==> config.mk <==
export PLATFORM = sky130hd
export DESIGN_NAME = axi4lite_reg_slave
export DESIGN_NICKNAME = d
export VERILOG_FILES = /design/src/rtl/axi4lite_reg_slave_pkg.sv /design/src/rtl/axi4lite_strobe_merge.sv /design/src/rtl/axi4lite_reg_slave.sv
export SDC_FILE = /design/constraint.sdc
export NUM_CORES = 1
export LEC_CHECK = 0
export ABC_AREA = 1
export CORE_MARGIN = 8
export CORE_UTILIZATION = 40
export DETAILED_ROUTE_END_ITERATION = 7
export HOLD_SLACK_MARGIN = 0.08
export PLACE_DENSITY = 0.76
export SYNTH_ARGS = -nofsm -noshare
export SYNTH_HDL_FRONTEND = slang
export SYNTH_HIERARCHICAL = 1
export SYNTH_SLANG_ARGS = --single-unit
==> constraint.sdc <==
create_clock -name S_AXI_ACLK -period 2.6 [get_ports S_AXI_ACLK]
set_input_delay 0.52 -clock S_AXI_ACLK [delete_from_list [all_inputs] [get_ports S_AXI_ACLK]]
set_output_delay 0.52 -clock S_AXI_ACLK [all_outputs]
set_load 0.05 [all_outputs]
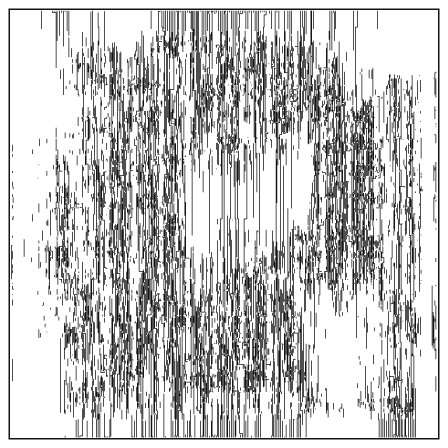
Figure 1: run 1, metal 2.
nets with wire on the layer	2149
share of all routed wire	44%
wire length on this layer	29.9 mm
longest straight run	78.1 um
M2 GR Usage: 0.430
DR vias: 17773
drt total wl: 67100 um

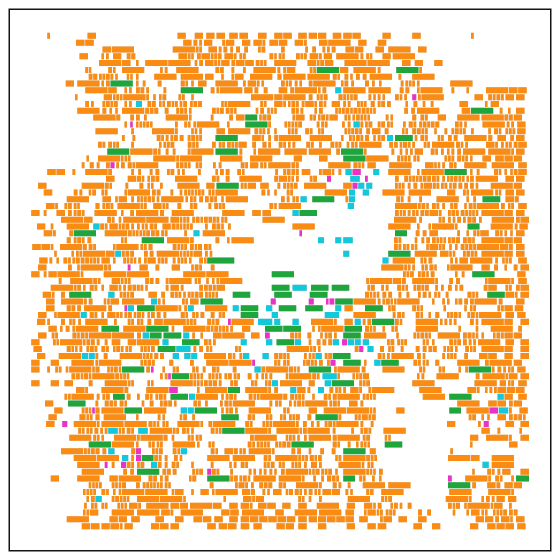
Figure 2: run 1, drive-strength map.
color	size	cells
magenta	drive 2	33
cyan	drive 3 to 4	78
orange	drive 1 or less	2570
green	drive 6 and up	83
design area: 0.0220 mm2
nonclk buf count: 467
Syn-to-layout area delta: 38.1%
Worst Setup Slack, final: 0.189 ns

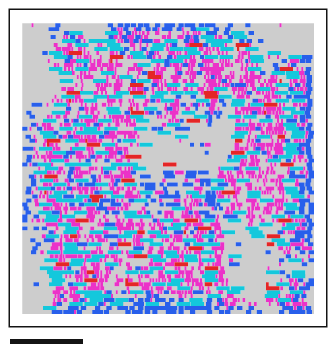
Figure 3: run 1, cell classes on the final placement.
The bar under the picture is 50 um long. Fill, decap, tap and diode cells in gray.
color	class	cells	share of their area
magenta	all other logic	1951	38%
blue	other buffers and delay cells	467	23%
cyan	flip-flops	287	34%
red	clock drivers and dummy loads	59	5.3%
core area: 0.0395 mm2
final core utilization: 0.557
Seq area share: 0.326
Rows: 73

==> Slide: Implementation Results, run 1 <==
Implementation Results

Run status
  – Status: finished, final reports clean

Floorplanning
  – Die area: 0.0465 mm2
  – Tap Cells: 525

Route
  – Post-route ant nets: 0
  – DR iter-0 viols: 1588
  – Routed wl met3: 7880 um

Cells and area
  – Seq_cells: 287
  – Logic share of the area: 0.349
  – Flop area: 0.00718 mm2
  – Inverters: 137
  – # nets final: 2918
  – N_diodes: 0
  – Buffering overhead: 0.220

Yosys
  – Area leader share: 0.450
  – Dominant comb cell: simple AND/OR/NAND/NOR gates
  – Top cells by count, synth: nand2_1, nand3_1, dfrtp_1
  – Post-synth ARST share: 1.00
  – Xor and xnor area share after synthesis: 0
  – Ys Warns: 6
  – Adder Area Share: 0

Clock tree
  – CTS hold repair buffers: 1
  – Post-CTS setup buffer count: 0
  – TritonCTS clock tree: yes

Power and ir drop
  – Clock share of power: 0.289
  – Power Dens Cells: 763 mW/mm2
  – Flop pwr share: 0.326

Setup path
  – CP required: 2.08 ns
  – Slowest stage delay, CP: 0.88 ns
  – WS Path Type: flop to primary output
  – Max FO, Critical Path: 4
  – Family with the most delay on the worst path: buffers and inverters

Placed design
  – IO Port Bufs: 363
  – Post-DP Area: 0.0209 mm2

Global routing
  – GR Layer Usage met1: 0.355
  – M3 GR Usage: 0.0821

STA
  – RSZ-0062 raised after global routing: false
run 1: power by group through the flow:
stage / clock (W) / combinational, W / sequential, W
floorplan: 0 / 0.00276 / 0.00616
global placement: 0 / 0.00622 / 0.00552
detailed placement: 0 / 0.00633 / 0.00554
CTS: 0.00492 / 0.00637 / 0.00547
global route: 0.00510 / 0.00685 / 0.00556
finish: 0.00485 / 0.00647 / 0.00549
run 1: metrics by stage:
stage          std cells  setup slack (ns)  power (W)   util  TNS (ns)
2_1_floorplan       2395             0.242    0.00891      -         0
3_3_place_gp        3229            -0.113     0.0117  0.528     -8.14
3_5_place_dp        3229            -0.193     0.0119  0.528    -15.20
4_1_cts             3289             0.184     0.0168  0.557         0
5_1_grt             3289            0.0653     0.0175  0.557         0
6_report            3289             0.189     0.0168  0.557         0
--- run 2 (diff from run 1) ---
--- a/config.mk
+++ b/config.mk
@@ -8,3 +8,4 @@
 export ABC_AREA = 1
-export CORE_MARGIN = 8
+export CORE_ASPECT_RATIO = 1.5
+export CORE_MARGIN = 5
 export CORE_UTILIZATION = 40
==> constraint.sdc (replaced) <==
create_clock -name S_AXI_ACLK -period 2.6 [get_ports S_AXI_ACLK]
set_input_delay 0.39 -clock S_AXI_ACLK [delete_from_list [all_inputs] [get_ports S_AXI_ACLK]]
set_output_delay 0.39 -clock S_AXI_ACLK [all_outputs]
set_load 0.05 [all_outputs]
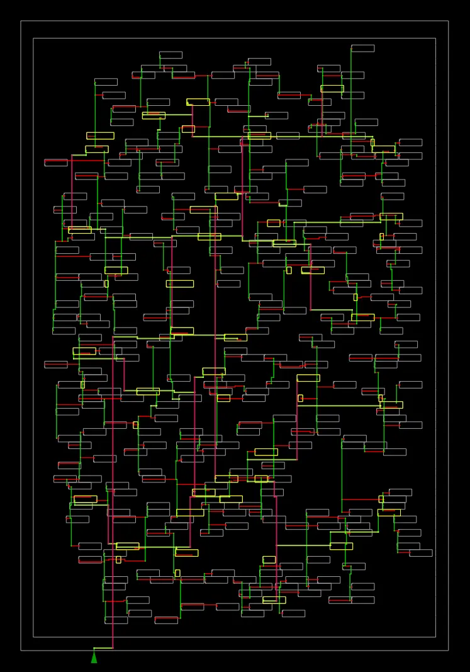
Figure 4: run 2, clock wiring as the flow saved it.
Clk power: 0.00458 W
total CTS buffers: 30
seq_cells: 287
# clock sinks: 287
Clock Buffer Count: 42

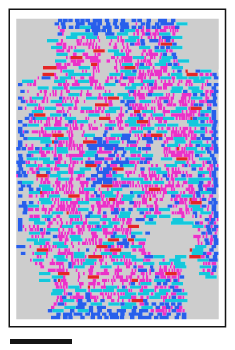
Figure 5: run 2, cell classes on the final placement.
The bar under the picture is 50 um long. Fill, decap, tap and diode cells in gray.
color	class	cells	share of their area
cyan	flip-flops	287	34%
magenta	all other logic	1951	39%
blue	other buffers and delay cells	458	22%
red	clock drivers and dummy loads	52	4.8%
core area: 0.0394 mm2
Rows: 89
final core utilization: 0.550
Seq area share: 0.331
design area: 0.0217 mm2

==> run 2 against run 1 <==
  * Synthesized area unchanged
  * Via count decreased by 0.88%
  * Total power decreased by 2.7%
  * Final area decreased by 1.5%
  * Critical endpoint is now ctl_reg[114]
  * Largest cell class unchanged
==> Slide: Implementation Results, run 2 <==
Implementation Results

STA
  – Worst-margin pin slew: 0.691 ns
  – RSZ-0062 raised after global routing: false

Power and ir drop
  – Top power group: combinational cells
  – Sequential group power: 0.00550 W (about the same)
  – Pwr Total: 0.0164 W (-2.7%)
  – Comb. pwr: 0.00629 W (-3%)
  – Clock share of power: 0.280 (-0.009)
  – Power Dens Cells: 755 mW/mm2 (-1.1%)
  – Flop pwr share: 0.336 (+0.010)

Route
  – Drt first pass iters: 7
  – DR iter-0 viols: 2032 (+28%)
  – DR vias: 17617 (-0.88%)
  – Drt total wl: 67400 um (+0.43%)
  – Number of remaining DRC errors: 0
  – Routed wl met3: 6430 um (-18%)
  – Post-route ant nets: 0 (unchanged)

Yosys
  – Xor and xnor area share after synthesis: 0 (unchanged)
  – And+or+nand+nor area frac: 0.388
  – Ys Warns: 6 (unchanged)
  – Area leader share: 0.450 (unchanged)
  – Yosys Instances: 2394
  – Synth Instances: 2394
  – Post-synthesis mux area share: 0
  – Adder Area Share: 0 (unchanged)
  – Cell taking the most area after synthesis: dfrtp_1
  – Post-synth ARST share: 1.00 (unchanged)
  – Top cells by count, synth: nand2_1, nand3_1, dfrtp_1
  – Dominant comb cell: simple AND/OR/NAND/NOR gates
  – Synth area leaders: dfrtp_1, nand2_1, nand3_1
  – Mean post-synth cell area: 6.66 um2
  – Synth flops: 287
  – Ao+oa area frac: 0.0877

Cells and area
  – Inverters: 137 (unchanged)
  – # nets final: 2905 (-0.45%)
  – N_diodes: 1 (+1)
  – Buffering overhead: 0.215 (-0.00548)
  – Flop area: 0.00718 mm2 (unchanged)
  – Clock-cell share of area: 0.0469
  – Non-filler instance count after layout: 3249 (-1.2%)
  – Logic share of the area: 0.355 (+0.00529)
  – Comb. cell area: 0.00769 mm2

Global routing
  – Total gr overflow: 0
  – First-pass GRT wire length: 102000 um
  – GR Layer Usage met1: 0.353 (-0.00208)
  – M3 GR Usage: 0.0615 (-0.0206)
  – Top Usage Layer GRT: met2
  – M2 GR Usage: 0.491 (+0.0608)
  – Largest net degree at the start of global routing: 74

Setup path
  – Worst setup SP type: flop
  – Slowest stage delay, CP: 0.96 ns (+0.08 ns)
  – WS Path Type: flop to primary output
  – Family with the most delay on the worst path: buffers and inverters
  – CP arrival: 1.95 ns
  – CP required: 2.21 ns (+0.13 ns)
  – Max FO, Critical Path: 4 (unchanged)

Placed design
  – Post-DP Area: 0.0207 mm2 (-1.1%)
  – IO Port Bufs: 363 (unchanged)
  – Dpl cells: 3195 (-1.1%)

Floorplanning
  – Die area: 0.0441 mm2 (-5.3%)
  – Tap Cells: 500 (-4.8%)

Clock tree
  – Post-CTS setup buffer count: 0 (unchanged)
  – TritonCTS clock tree: yes
  – CTS hold repair buffers: 1 (unchanged)
  – Clock root buffer: clkbuf_16
  – CTS H-tree depth: 1

Run status
  – Status: finished, final reports clean

Flow run
  – Maxcap violations: 0
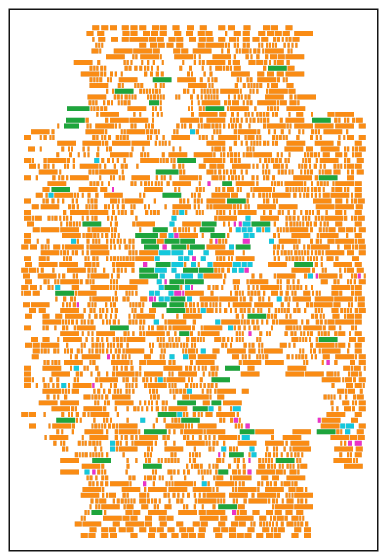
Figure 6: run 2, drive-strength map.
color	size	cells
cyan	drive 3 to 4	79
magenta	drive 2	35
orange	drive 1 or less	2568
green	drive 6 and up	66
Syn-to-layout area delta: 36.0%
nonclk buf count: 458
Worst Setup Slack, final: 0.265 ns

==> run 2: cell counts after synthesis <==
Identical to the previous run, type by type.
==> run 2: logic make-up after synthesis <==
| kind of cell | count (synthesis) |
|---|---|
| other cells | 1 |
| simple gates | 1536 |
| flops | 287 |
| buf+inv | 294 |
| compound gates | 276 |
==> run 2: stage by stage <==
| step | setup TNS [ns] | setup WS (ns) | util | hold slack [ns] |
|---|---|---|---|---|
| floorplan | 0 | 0.242 | - | 0.0944 |
| finish | 0 | 0.265 | 0.550 | 0.343 |
| global placement | -2.07 | -0.0441 | 0.524 | 0.373 |
| CTS | 0 | 0.263 | 0.550 | 0.361 |
| detailed placement | -4.83 | -0.0833 | 0.524 | 0.377 |
| global route | 0 | 0.201 | 0.550 | 0.388 |
Power figures rest on the tool's default switching activity, not on a simulated workload.
